===== src/rtl/channel_row_accumulator.sv =====
// Per-lane row accumulator: pops a row length, then sums that many signed products with
// saturation and hands the row sum downstream over a valid/ready pair.
module channel_row_accumulator #(
  parameter int unsigned channel_num = 4,
  parameter int unsigned val_bits    = 8,
  parameter int unsigned acc_bits    = 32,
  parameter int unsigned len_bits    = 16
) (
  input  logic                            clk,
  input  logic                            rst,
  input  logic [val_bits*2*channel_num-1:0] mult,
  input  logic [channel_num-1:0]          mult_fifo_empty,
  output logic [channel_num-1:0]          mult_fifo_read,
  input  logic [len_bits*channel_num-1:0] rowlen,
  input  logic [channel_num-1:0]          rowlen_fifo_empty,
  output logic [channel_num-1:0]          rowlen_fifo_read,
  output logic [acc_bits*channel_num-1:0] res,
  output logic [channel_num-1:0]          res_valid,
  input  logic [channel_num-1:0]          res_ready,
  output logic [channel_num-1:0]          ovf
);

  localparam int unsigned ProdBits = 2 * val_bits;

  typedef enum logic [1:0] {StIdle, StLoad, StAcc, StOut} state_e;

  for (genvar i = 0; i < channel_num; i++) begin : g_lane
    state_e                     state_q, state_d;
    logic [len_bits-1:0]        len_q, len_d;
    logic [len_bits-1:0]        issued_q, issued_d;
    logic [len_bits-1:0]        recv_q, recv_d;
    logic signed [acc_bits-1:0] acc_q, acc_d;
    logic                       rd_pend_q, rd_pend_d;
    logic                       ovf_q, ovf_d;

    logic [ProdBits-1:0]        prod;
    logic [len_bits-1:0]        row_len;
    logic [len_bits:0]          recv_inc;
    logic [acc_bits:0]          sum;
    logic [acc_bits-1:0]        sum_sat;
    logic                       sum_ovf;
    logic                       m_rd, rl_rd, valid;

    assign prod     = mult[i*ProdBits +: ProdBits];
    assign row_len  = rowlen[i*len_bits +: len_bits];
    assign recv_inc = {1'b0, recv_q} + {{len_bits{1'b0}}, 1'b1};

    // One guard bit: overflow shows up as the top two bits disagreeing.
    assign sum = {acc_q[acc_bits-1], acc_q}
               + {{(acc_bits+1-ProdBits){prod[ProdBits-1]}}, prod};
    assign sum_ovf = sum[acc_bits] ^ sum[acc_bits-1];

    always_comb begin
      sum_sat = sum[acc_bits-1:0];
      if (sum_ovf) begin
        sum_sat = sum[acc_bits] ? {1'b1, {(acc_bits-1){1'b0}}} : {1'b0, {(acc_bits-1){1'b1}}};
      end
    end

    always_comb begin
      state_d  = state_q;
      len_d    = len_q;
      issued_d = issued_q;
      recv_d   = recv_q;
      acc_d    = acc_q;
      ovf_d    = ovf_q;
      m_rd     = 1'b0;
      rl_rd    = 1'b0;
      valid    = 1'b0;
      case (state_q)
        StIdle: begin
          if (!rowlen_fifo_empty[i]) begin
            rl_rd   = 1'b1;
            state_d = StLoad;
          end
        end
        StLoad: begin
          len_d    = row_len;
          acc_d    = '0;
          issued_d = '0;
          recv_d   = '0;
          state_d  = (row_len == '0) ? StOut : StAcc;
        end
        StAcc: begin
          m_rd = !mult_fifo_empty[i] && (issued_q < len_q);
          if (m_rd) begin
            issued_d = issued_q + len_bits'(1);
          end
          // Product popped last cycle is on the bus now.
          if (rd_pend_q) begin
            acc_d  = sum_sat;
            ovf_d  = ovf_q | sum_ovf;
            recv_d = recv_inc[len_bits-1:0];
            if (recv_inc == {1'b0, len_q}) begin
              state_d = StOut;
            end
          end
        end
        StOut: begin
          valid = 1'b1;
          if (res_ready[i]) begin
            state_d = StIdle;
          end
        end
        default: state_d = StIdle;
      endcase
      if (rst) begin
        m_rd  = 1'b0;
        rl_rd = 1'b0;
      end
      rd_pend_d = m_rd;
    end

    always_ff @(posedge clk) begin
      if (rst) begin
        state_q   <= StIdle;
        len_q     <= '0;
        issued_q  <= '0;
        recv_q    <= '0;
        acc_q     <= '0;
        rd_pend_q <= 1'b0;
        ovf_q     <= 1'b0;
      end else begin
        state_q   <= state_d;
        len_q     <= len_d;
        issued_q  <= issued_d;
        recv_q    <= recv_d;
        acc_q     <= acc_d;
        rd_pend_q <= rd_pend_d;
        ovf_q     <= ovf_d;
      end
    end

    assign mult_fifo_read[i]            = m_rd;
    assign rowlen_fifo_read[i]          = rl_rd;
    assign res_valid[i]                 = valid;
    assign res[i*acc_bits +: acc_bits]  = acc_q;
    assign ovf[i]                       = ovf_q;
  end

endmodule


===== config.mk =====
export PLATFORM = sky130hd
export DESIGN_NAME = channel_row_accumulator
export DESIGN_NICKNAME = d
export VERILOG_FILES = /design/src/rtl/channel_row_accumulator.sv
export SDC_FILE = /design/constraint.sdc
export NUM_CORES = 1
export LEC_CHECK = 0
export ABC_AREA = 1
export CORE_MARGIN = 2
export CORE_UTILIZATION = 59
export CTS_CLUSTER_DIAMETER = 40
export DETAILED_ROUTE_END_ITERATION = 10
export PLACE_DENSITY = 0.82
export SLEW_MARGIN = 15
export SYNTH_ARGS = -nofsm -noshare
export SYNTH_HDL_FRONTEND = slang
export SYNTH_SLANG_ARGS = --single-unit
export TNS_END_PERCENT = 20

===== constraint.sdc =====
create_clock -name clk -period 2.84 [get_ports clk]
set_input_delay 0.568 -clock clk [delete_from_list [all_inputs] [get_ports clk]]
set_output_delay 0.568 -clock clk [all_outputs]
set_load 0.005 [all_outputs]

==> run_1/final_placement.png <==
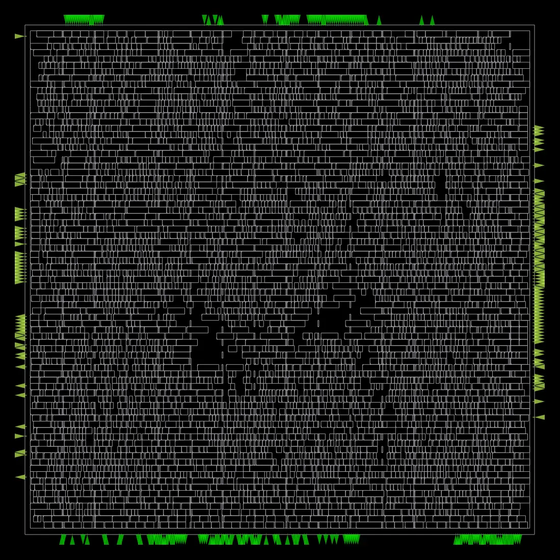
fillers: 3565
core area: 0.0464 mm^2

==> run_1/cell_classes.png <==
(1 px per um)
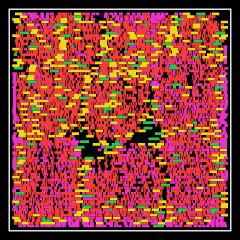
Key: flip-flops = yellow [cells 336, share of their area 19%]; clock drivers and dummy loads = green [cells 109, share of their area 5.4%]; other buffers and delay cells = magenta [cells 761, share of their area 19%]; all other logic = red [cells 4002, share of their area 57%]
Final Core Density: 79.2%
sequential portion of the cell area: 18.5%
placement row count: 79
Final Instance Area: 0.0367 mm^2

==> run_1/registers.png <==
(2 px per um) Other sequential cells in the stronger gray, the rest of the logic in the fainter gray.
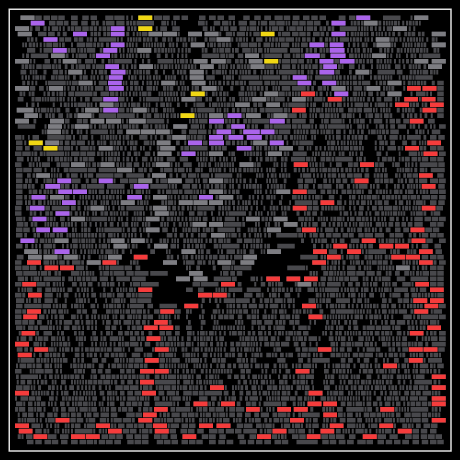
Key: `g_lane.state_q` = yellow [sequential cells 8]; `g_lane.len_q` = purple [sequential cells 64]; `g_lane.acc_q` = red [sequential cells 128, where all over the die]
Power Sequential: 5.57 mW
register area: 0.00678 mm^2

==> run summary, run 1 <==
crit path launch -> g_lane[3].len_q[2]
CTS max path bufs -> 3
GRT overflow -> 0
Power per Cell Area -> 516 mW/mm^2
DR iter-0 viols -> 2956
hold buffers post-CTS -> 0
setup slack after layout -> -2.50 ps
Non-clock buffers -> 761
relative slew slack -> 52.3%
Final period util -> 100%
Post-synth EDFFs -> 0
Tot Pwr -> 18.9 mW
combinational power share -> 33.7%
htree depth -> 2
Area leader share -> 24.4%
XOR Share, Synth -> 4.30%
first-pass GRT wire length -> 140000 um
CTS tree -> yes
Max Fanout on Critical Path -> 3
WHS -> 228 ps
Crit Path Class -> flop to output pin
CP top delay family -> simple AND/OR/NAND/NOR gates
WL/cell -> 15.2 um
Async SR Flop Fraction -> 0%
Max-Cap Viols -> 0
All-Layer GR Usage -> 34.9%
status -> finished with violations
GR met2 Demand/Resource -> 59.2%
P_leak -> 16.5 nW
RD Place Congestion -> 0.989
Port Buf Inserts -> 285
endpoint class of the critical path -> output pin
antenna violations before repair -> 2
worst-path cell chain -> inv_1, ha_1, nand2_1, o21ai_1, nand4_1, nand2_1, nand2_1, nand2_2, nand2_2, nand2_2, nor2_2, buf_2
Slowest-stage cell, CP -> dfxtp_1
r2r endpoint -> g_lane[1].state_q[0]
Net Sw Power -> 7.09 mW
CTS resizes -> 74
Post-Syn Area -> 0.0276 mm^2
comb_multi_in -> 3533
Internal -> 11.8 mW
skew final -> 16.5 ps
top cells, area -> dfxtp_1 24%, nand2_1 19%, ha_1 9.8%
metal3 WL -> 6590 um
cells after synthesis -> 4477
dpl ws -> -366 ps
Final min period -> 2840 ps
WP depth -> 12
CLK BUF -> 68
Cell variety after synth -> 46
Final HPWL DP -> 65800 um
Compound-Gate Fraction of Synth Area -> 13.8%
list of most frequent post-synthesis cells -> 1407 x nand2_1, 459 x a21oi_1, 457 x inv_1, 452 x nand3_1, 377 x nor2_1
Die Width -> 220 um
sequential-to-total area share from yosys stat -> 24.4%
placed instance count -> 5691
mux frac, synth -> 0%
tapcell count -> 607
chip height -> 220 um
Seq pwr share -> 29.4%
met2 WL -> 40900 um
die area -> 0.0484 mm^2
CTS Sinks -> 336
Hold Path Sink -> g_lane[3].issued_q[11]
busiest grt layer -> met2
Critical Path AT -> 2270 ps
CP Launch Type -> flop
n_diodes -> 0
Clk network pwr share -> 36.9%
dominant logic cell type in the layout -> nand2_1
Skew-Pair Late Insertion Delay -> 630 ps
Max Used Layer -> met5
yosys adder share -> 10.1%
Worst EP required -> 2270 ps
total CTS buffers -> 58
Main synth FF type -> dfxtp_1
Detailed Route WL -> 88600 um
flops & latches, synth -> 336
Max VDD drop -> 562 uV
Ports -> 286
clock-net power -> 6.99 mW
DRT met1 WL -> 37100 um
footprint of the multi-input gates -> 0.0187 mm^2
Worst-path clk slew -> 60 ps
crit path to -> mult_fifo_read[3]
logic share of the area -> 51.0%
Log Warnings -> 46
most common logic cells in the final layout -> 1397 x nand2_1, 453 x buf_4, 451 x nand3_1
area post-placement -> 0.0342 mm^2
Area-dominant class -> multi-input combinational cells
Reg2Reg Depth -> 16
Largest logic family -> simple AND/OR/NAND/NOR gates
most frequent cell after synthesis -> nand2_1
Vias/cell -> 5.57
fp_density -> 59.4%
hold depth -> 2
buffering overhead -> 18.3%
grt met3 use -> 4.97%
simple-gate share of the synthesized area -> 38.4%
clk cell area share -> 5.33%
Biggest consumer -> clock
fin cells -> 5815
synth warn -> 0
Signal inverters -> 469
Chip Area, Yosys -> 0.0276 mm^2
Comb. pwr -> 6.37 mW
Post-Syn Nets -> 4839
area leader, netlist -> dfxtp_1
RR Startpoint -> g_lane[1].recv_q[0]
area grow syn2layout -> 33.2%
Syn Area/Cell -> 6.15 um^2
endpoints failing setup -> 1
failing checks -> setup timing
total negative slack -> -2.50 ps
switch share -> 37.4%
Final Max Tran Viols -> 0
Root Buffer Master -> clkbuf_16
Post CTS Setup Buffer Count -> 5
layout cells sized above 1 -> 15.9%
setup slack, reg-to-reg -> 260 ps
crit path buf inv count -> 2
fmax -> 352 MHz
Antenna Nets Post-Route -> 0
cell count in the Yosys report -> 4477
Worst Hold Class -> input port to flop
via count -> 32400
flip-flops -> 336
nets@finish -> 5521
CP peak stage delay -> 320 ps
Hold Path Origin -> rst
worst-margin pin slew -> 715 ps
RSZ-0062 raised after global routing -> true
Initial DRT Pass Iterations -> 9
met1 GRT Util -> 44.1%
max FFs per register -> 128
==> run_1/metal_stack.png <==
(1.5 px per um) Two of the layers only.
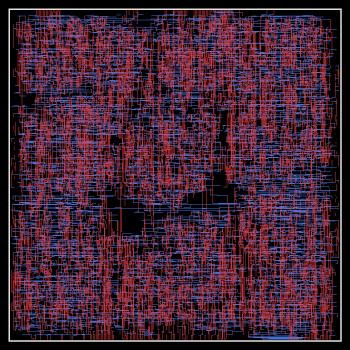

==> run 2, diff against run 1 <==
- CORE_MARGIN: 2 -> 5
- CORE_UTILIZATION: 59 -> 55
- GPL_TIMING_DRIVEN: not set -> 0
- PLACE_DENSITY: 0.82 -> 0.78
==> run_2/metal_stack.png <==
(1.5 px per um) Two of the layers only.
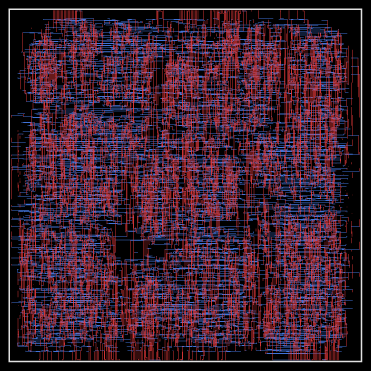
Key: met2 = red [wire length 41.5 mm]; met1 = blue [wire length 37.8 mm]
Detailed Route WL: 88800 um
via count: 30400
WL/cell: 15.9 um
All-Layer GR Usage: 31.0%

==> run_2/met3.png <==
(1.5 px per um)
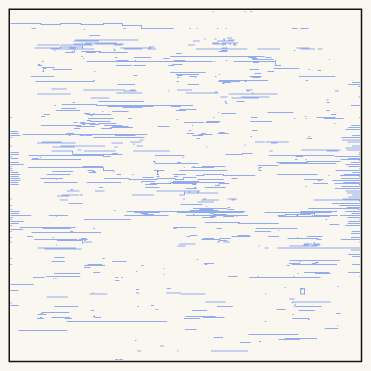
The wires run mostly horizontal. The longest straight run is 83.7 um.

==> run summary, run 2 <==
status -> finished with violations
failing checks -> setup timing
Worst-path clk slew -> 50 ps (about the same)
Worst EP required -> 2270 ps (about the same)
most frequent cell after synthesis -> nand2_1
CTS resizes -> 101 (+36%)
Max Used Layer -> met4
met2 WL -> 41500 um (+1.4%)
CP peak stage delay -> 340 ps (+20 ps)
synth warn -> 0 (unchanged)
layout cells sized above 1 -> 9.39% (-6.5 points)
area leader, netlist -> dfxtp_1
CTS max path bufs -> 3 (unchanged)
register area -> 0.00678 mm^2 (about the same)
mux frac, synth -> 0% (unchanged)
Post-Syn Area -> 0.0276 mm^2 (unchanged)
first-pass GRT wire length -> 140000 um (about the same)
Seq pwr share -> 29.0% (-0.4 points)
antenna violations before repair -> 1 (-1)
Final Max Tran Viols -> 0 (unchanged)
P_leak -> 14.8 nW (-11%)
CTS tree -> yes
GR met2 Demand/Resource -> 53.1% (-6.0 points)
area post-placement -> 0.0312 mm^2 (-8.6%)
Max-Cap Viols -> 0 (unchanged)
RSZ-0062 raised after global routing -> true
Power Sequential -> 5.55 mW (about the same)
Max VDD drop -> 530 uV (-5.8%)
Async SR Flop Fraction -> 0% (unchanged)
Log Warnings -> 44 (-4.3%)
CP Launch Type -> flop
DR iter-0 viols -> 2473 (-16%)
Internal -> 12.2 mW (+2.7%)
placed instance count -> 5434 (-4.5%)
CP top delay family -> simple AND/OR/NAND/NOR gates
simple-gate share of the synthesized area -> 38.4% (unchanged)
Max Fanout on Critical Path -> 3 (unchanged)
setup slack after layout -> -7.57 ps (-5.07 ps)
Worst Hold Class -> flop to flop
Skew-Pair Late Insertion Delay -> 640 ps (about the same)
busiest grt layer -> met2
WHS -> 471 ps (+244 ps)
fmax -> 351 MHz (-0.18%)
Area leader share -> 24.4% (unchanged)
Critical Path AT -> 2280 ps (about the same)
worst-path cell chain -> inv_1, ha_1, nand2_1, nor2_1, a211oi_1, nand2_1, nand2_1, nand2_2, nor2_4, buf_6
top cells, area -> dfxtp_1 24%, nand2_1 19%, ha_1 9.8%
Final HPWL DP -> 69000 um (+4.9%)
area grow syn2layout -> 24.0%
Tot Pwr -> 19.1 mW (+1.1%)
Signal inverters -> 469 (unchanged)
comb_multi_in -> 3533 (unchanged)
Area-dominant class -> multi-input combinational cells
dominant logic cell type in the layout -> nand2_1
nets@finish -> 5208 (-5.7%)
setup slack, reg-to-reg -> 150 ps (-110 ps)
footprint of the multi-input gates -> 0.0188 mm^2 (+0.24%)
most common logic cells in the final layout -> 1396 x nand2_1, 452 x nand3_1, 450 x a21oi_1
crit path launch -> g_lane[0].len_q[11]
Ports -> 286 (unchanged)
placement row count -> 82 (+3.8%)
CLK BUF -> 70 (+2.9%)
Chip Area, Yosys -> 0.0276 mm^2 (unchanged)
metal3 WL -> 6030 um (-8.6%)
total CTS buffers -> 61 (+5.2%)
dpl ws -> -1020 ps (-651 ps)
XOR Share, Synth -> 4.30% (unchanged)
Clk network pwr share -> 40.2% (+3.3 points)
relative slew slack -> 30.3% (-22 points)
buffering overhead -> 11.2% (-7.1 points)
Initial DRT Pass Iterations -> 6 (-3)
sequential-to-total area share from yosys stat -> 24.4% (unchanged)
Final period util -> 100% (+0.18 points)
Root Buffer Master -> clkbuf_16
skew final -> 30.0 ps (+13.4 ps)
RD Place Congestion -> 1.00 (+1.1%)
WP depth -> 10 (-2)
Final Instance Area -> 0.0342 mm^2 (-6.9%)
Reg2Reg Depth -> 8 (-8)
Net Sw Power -> 6.99 mW (-1.4%)
Largest logic family -> simple AND/OR/NAND/NOR gates
Slowest-stage cell, CP -> dfxtp_2
Non-clock buffers -> 445 (-42%)
yosys adder share -> 10.1% (unchanged)
switch share -> 36.5% (-0.95 points)
met1 GRT Util -> 39.8% (-4.3 points)
list of most frequent post-synthesis cells -> 1407 x nand2_1, 459 x a21oi_1, 457 x inv_1, 452 x nand3_1, 377 x nor2_1
Crit Path Class -> flop to output pin
Biggest consumer -> clock
Die Width -> 234 um (+6.2%)
chip height -> 234 um (+6.2%)
Post CTS Setup Buffer Count -> 13 (+8)
Post-synth EDFFs -> 0 (unchanged)
Comb. pwr -> 5.91 mW (-7.2%)
Syn Area/Cell -> 6.15 um^2 (unchanged)
Final min period -> 2850 ps (+5.07 ps)
hold buffers post-CTS -> 0 (unchanged)
sequential portion of the cell area -> 19.8% (+1.4 points)
fp_density -> 55.3% (-4.2 points)
Hold Path Sink -> g_lane[0].ovf_q
GRT overflow -> 0 (unchanged)
CTS Sinks -> 336 (unchanged)
hold depth -> 2 (unchanged)
endpoints failing setup -> 1 (unchanged)
Compound-Gate Fraction of Synth Area -> 13.8% (unchanged)
Main synth FF type -> dfxtp_1
max FFs per register -> 128 (unchanged)
flops & latches, synth -> 336 (unchanged)
cells after synthesis -> 4477 (unchanged)
==> run_2/final_placement.png <==
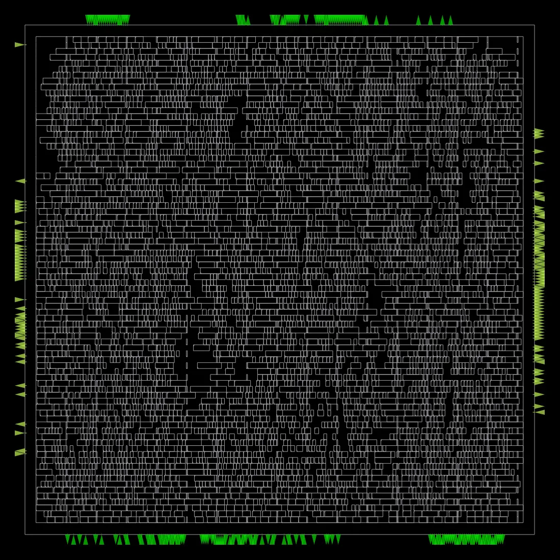
fin cells: 5570
fillers: 4580
tapcell count: 672
Final Core Density: 68.5%

Power figures rest on the tool's default switching activity, not on a simulated workload.
